## config.mk

```make
export PLATFORM = sky130hd
export DESIGN_NAME = pmic_main
export DESIGN_NICKNAME = d
export VERILOG_FILES = /design/src/rtl/pmic_main.sv
export SDC_FILE = /design/constraint.sdc
export NUM_CORES = 1
export LEC_CHECK = 0
export ABC_CLOCK_PERIOD_IN_PS = 3000
export CAP_MARGIN = 20
export CORE_MARGIN = 1.5
export CORE_UTILIZATION = 40
export CTS_BUF_LIST = sky130_fd_sc_hd__clkbuf_8
export DETAILED_ROUTE_END_ITERATION = 12
export PLACE_DENSITY = 0.65
export SYNTH_ARGS = -nofsm -noshare
export SYNTH_HDL_FRONTEND = slang
export SYNTH_SLANG_ARGS = --single-unit
```

## constraint.sdc

```tcl
create_clock -name clk -period 3 [get_ports clk]
set_input_delay 0.3 -clock clk [delete_from_list [all_inputs] [get_ports clk]]
set_output_delay 0.3 -clock clk [all_outputs]
set_load 0.01 [all_outputs]
```

## src/rtl/pmic_main.sv

```systemverilog
// pmic_main: stages four regulator rails toward a switch-selected target mask, one rail per step
// Ports: clk; reset (async, active-low); on_sw, lb_sw, lp_sw (async switches);
//        led[3:0] rail enables (core, io, aux, peripheral); SSG_EN[3:0] one-hot stable mode
module pmic_main #(
  parameter int STEP_CYCLES = 3
) (
  input  logic       clk,
  input  logic       reset,
  input  logic       on_sw,
  input  logic       lb_sw,
  input  logic       lp_sw,
  output logic [3:0] led,
  output logic [3:0] SSG_EN
);
  typedef enum logic [2:0] {IDLE, SEQ, ACTIVE, LP, LB} state_t;
  logic [1:0] on_q, lb_q, lp_q;
  logic [3:0] t, dn, up, hi, r_nxt;
  logic [7:0] cnt, cnt_nxt;
  logic       step;
  state_t     st, st_nxt;
  always_ff @(posedge clk or negedge reset)
    if (!reset) begin
      on_q <= '0;
      lb_q <= '0;
      lp_q <= '0;
      led  <= '0;
      cnt  <= '0;
      st   <= IDLE;
    end else begin
      on_q <= {on_q[0], on_sw};
      lb_q <= {lb_q[0], lb_sw};
      lp_q <= {lp_q[0], lp_sw};
      led  <= r_nxt;
      cnt  <= cnt_nxt;
      st   <= st_nxt;
    end
  always_comb begin
    t = !on_q[1] ? 4'b0000 : lb_q[1] ? 4'b0001 : lp_q[1] ? 4'b0011 : 4'b1111;
    dn = led & ~t;
    up = ~led & t;
    hi = dn[3] ? 4'b1000 : dn[2] ? 4'b0100 : dn[1] ? 4'b0010 : dn[0] ? 4'b0001 : 4'b0000;
    step = (led != t) && (cnt == 8'(STEP_CYCLES - 1));
    // power-down has priority; up & -up isolates the lowest rail still to enable
    r_nxt = step ? led ^ (|dn ? hi : (up & (~up + 4'd1))) : led;
    cnt_nxt = (led == t || step) ? 8'd0 : cnt + 8'd1;
    st_nxt = r_nxt != t ? SEQ : t == 4'b0000 ? IDLE : t == 4'b0001 ? LB : t == 4'b0011 ? LP : ACTIVE;
  end
  always_comb
    SSG_EN = st == IDLE ? 4'b0001 : st == ACTIVE ? 4'b0010 : st == LP ? 4'b0100 : st == LB ? 4'b1000 : 4'b0000;
endmodule

```

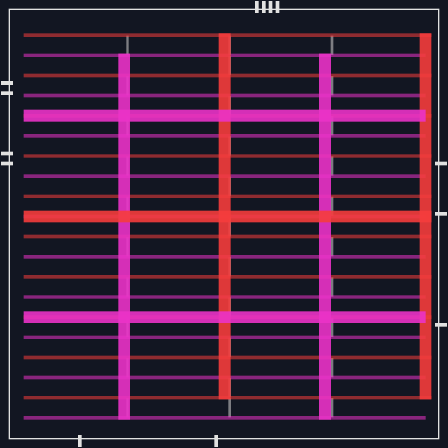
*Floorplan with the power grid*
Pins as bars on the die edge. Tap cells in gray.
- VDD: red
- VSS: magenta
- met5 straps: 3
- signal pins: 13
- met1 rails: 20
- tap cells: 31
- met4 straps: 4

==> run summary <==
Flow results are below.

- Setup repair after global routing left no endpoint under its margin.
- The flow ran to the end, and the final reports show no timing, DRC or antenna violations.
- The type of the tightest min-delay check is flip-flop to flip-flop, for reference.
- The detailed placer's ending HPWL is between 1500 and 2000 um, for reference.
- The cell-internal power is between 600 and 700 uW, for reference.
- Overall power consumption after layout is estimated at about 1.1 mW.
- The clock tree has to reach 21 sinks.
- The final-layout clock-cell area share is 3.25%, for reference.
- The final non-filler cell area is about 0.0014 sq mm, for reference.
- The dominant kind of combinational cell is simple AND/OR/NAND/NOR gates, for reference.
- Summing the areas of all compound-gate instances in the mapped netlist gives 12.8% of the synthesized area.
- The critical path launch point is lb_q[1], for reference.
- The largest single stage delay on the critical path is 0.56 ns.
- The via count of the first global-routing pass is 831, for reference.
- The leakage power summed over all cells is 0.657 nW, for reference.
- The site row count is 19, for reference.
- The cell depth of the worst hold path is 0, for reference.
- The first global-routing pass estimated between 3000 and 4000 um of wire.
- The data required time reported for the critical path is 3.15 ns.
- The final max-slew violation count is 0, for reference.
- Of all power groups, the one with the highest power is combinational cells.
- The logs give a warning total of 31.
- The overall routed net length is 2180 um, for reference.
- Recorded from the global router log, the overflow total was 0.
- Per the detail_route report, DRC violations left total 0.
- Per the OpenROAD power report, switching power amounts to 444 uW.
- The net count after synthesis is 128, for reference.
- The most area-hungry cell type in the Yosys netlist is sky130_fd_sc_hd__dfrtp_1, for reference.
- The total count of hold-check failures in the final report is 0, for reference.
- The final layout report lists a filler cell count of 267.
- The worst setup path is launched from a flip-flop.
- Detailed routing inserted a total of 868 vias.
- The share of Yosys cell area claimed by the top area cell type is 43.8%, for reference.
- For this run, the register share of the synthesized area comes to a little over two fifths.
- The TritonCTS clock tree is built, for reference.
- The layout report lists the multi-input gate area as 637 sq um.
- The shortest period the worst path allows is 2.65 ns, for reference.
- The routability congestion estimate from global placement is between 0.7 and 0.8, for reference.
- The synthesis log from Yosys contains 0 warnings.
- The overall die size recorded for this design is 0.00334 sq mm.
- The post-route fraction of the period consumed by the critical path is 88.4%, for reference.
- Tap insertion was completed with 31 tapcells.
- Clock tree synthesis selected as its root buffer the cell sky130_fd_sc_hd__clkbuf_8.
- The critical register-to-register path endpoint is st[1], for reference.
- The clock group power is 180 uW, for reference.
- The floorplan utilization is 42.8%, for reference.
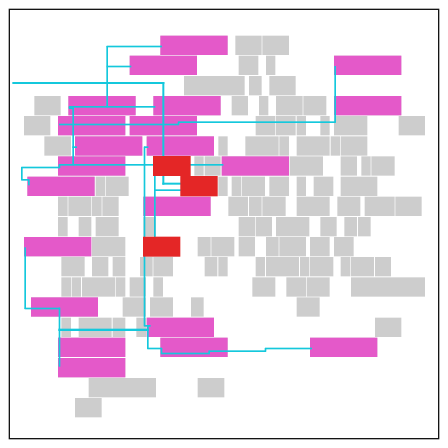
*Routed clock nets over the placement*
- flip-flops: magenta (count 21)
- cells driving clock nets: red (count 3)
- clock wires: cyan (length 260 um)
- routed clock nets: 4
- flops lie: widely spread

-- routing by layer --
metal  GRT usage (%)  routed length (um)  vias to the layer above
met5               0                   0                        -
met4            3.99                  13                        0
met3            2.68                 121                        2
met2            22.4                 985                       22
met1            21.7                1060                      412
li1                -                   -                      432
-- layout by cell type, fill, tap and decap left out, drive strengths merged, types with 4 or more instances in the layout --
cell type,Yosys,routed
inv,7,7
nor2,12,12
nand2,7,7
xnor2,4,4
xor2,6,6
nand3,5,5
o21ai,4,4
dfrtp,21,21
ha,9,9
clkbuf,0,4
and3,4,4
clkdlybuf4s50,0,12
-- sequential cells by signal, summed over array words and instances, names as in the netlist --
register / count
led: 4
lp_q: 2
cnt: 8
lb_q: 2
st: 3
on_q: 2
Power and IR drop assume default switching activity.
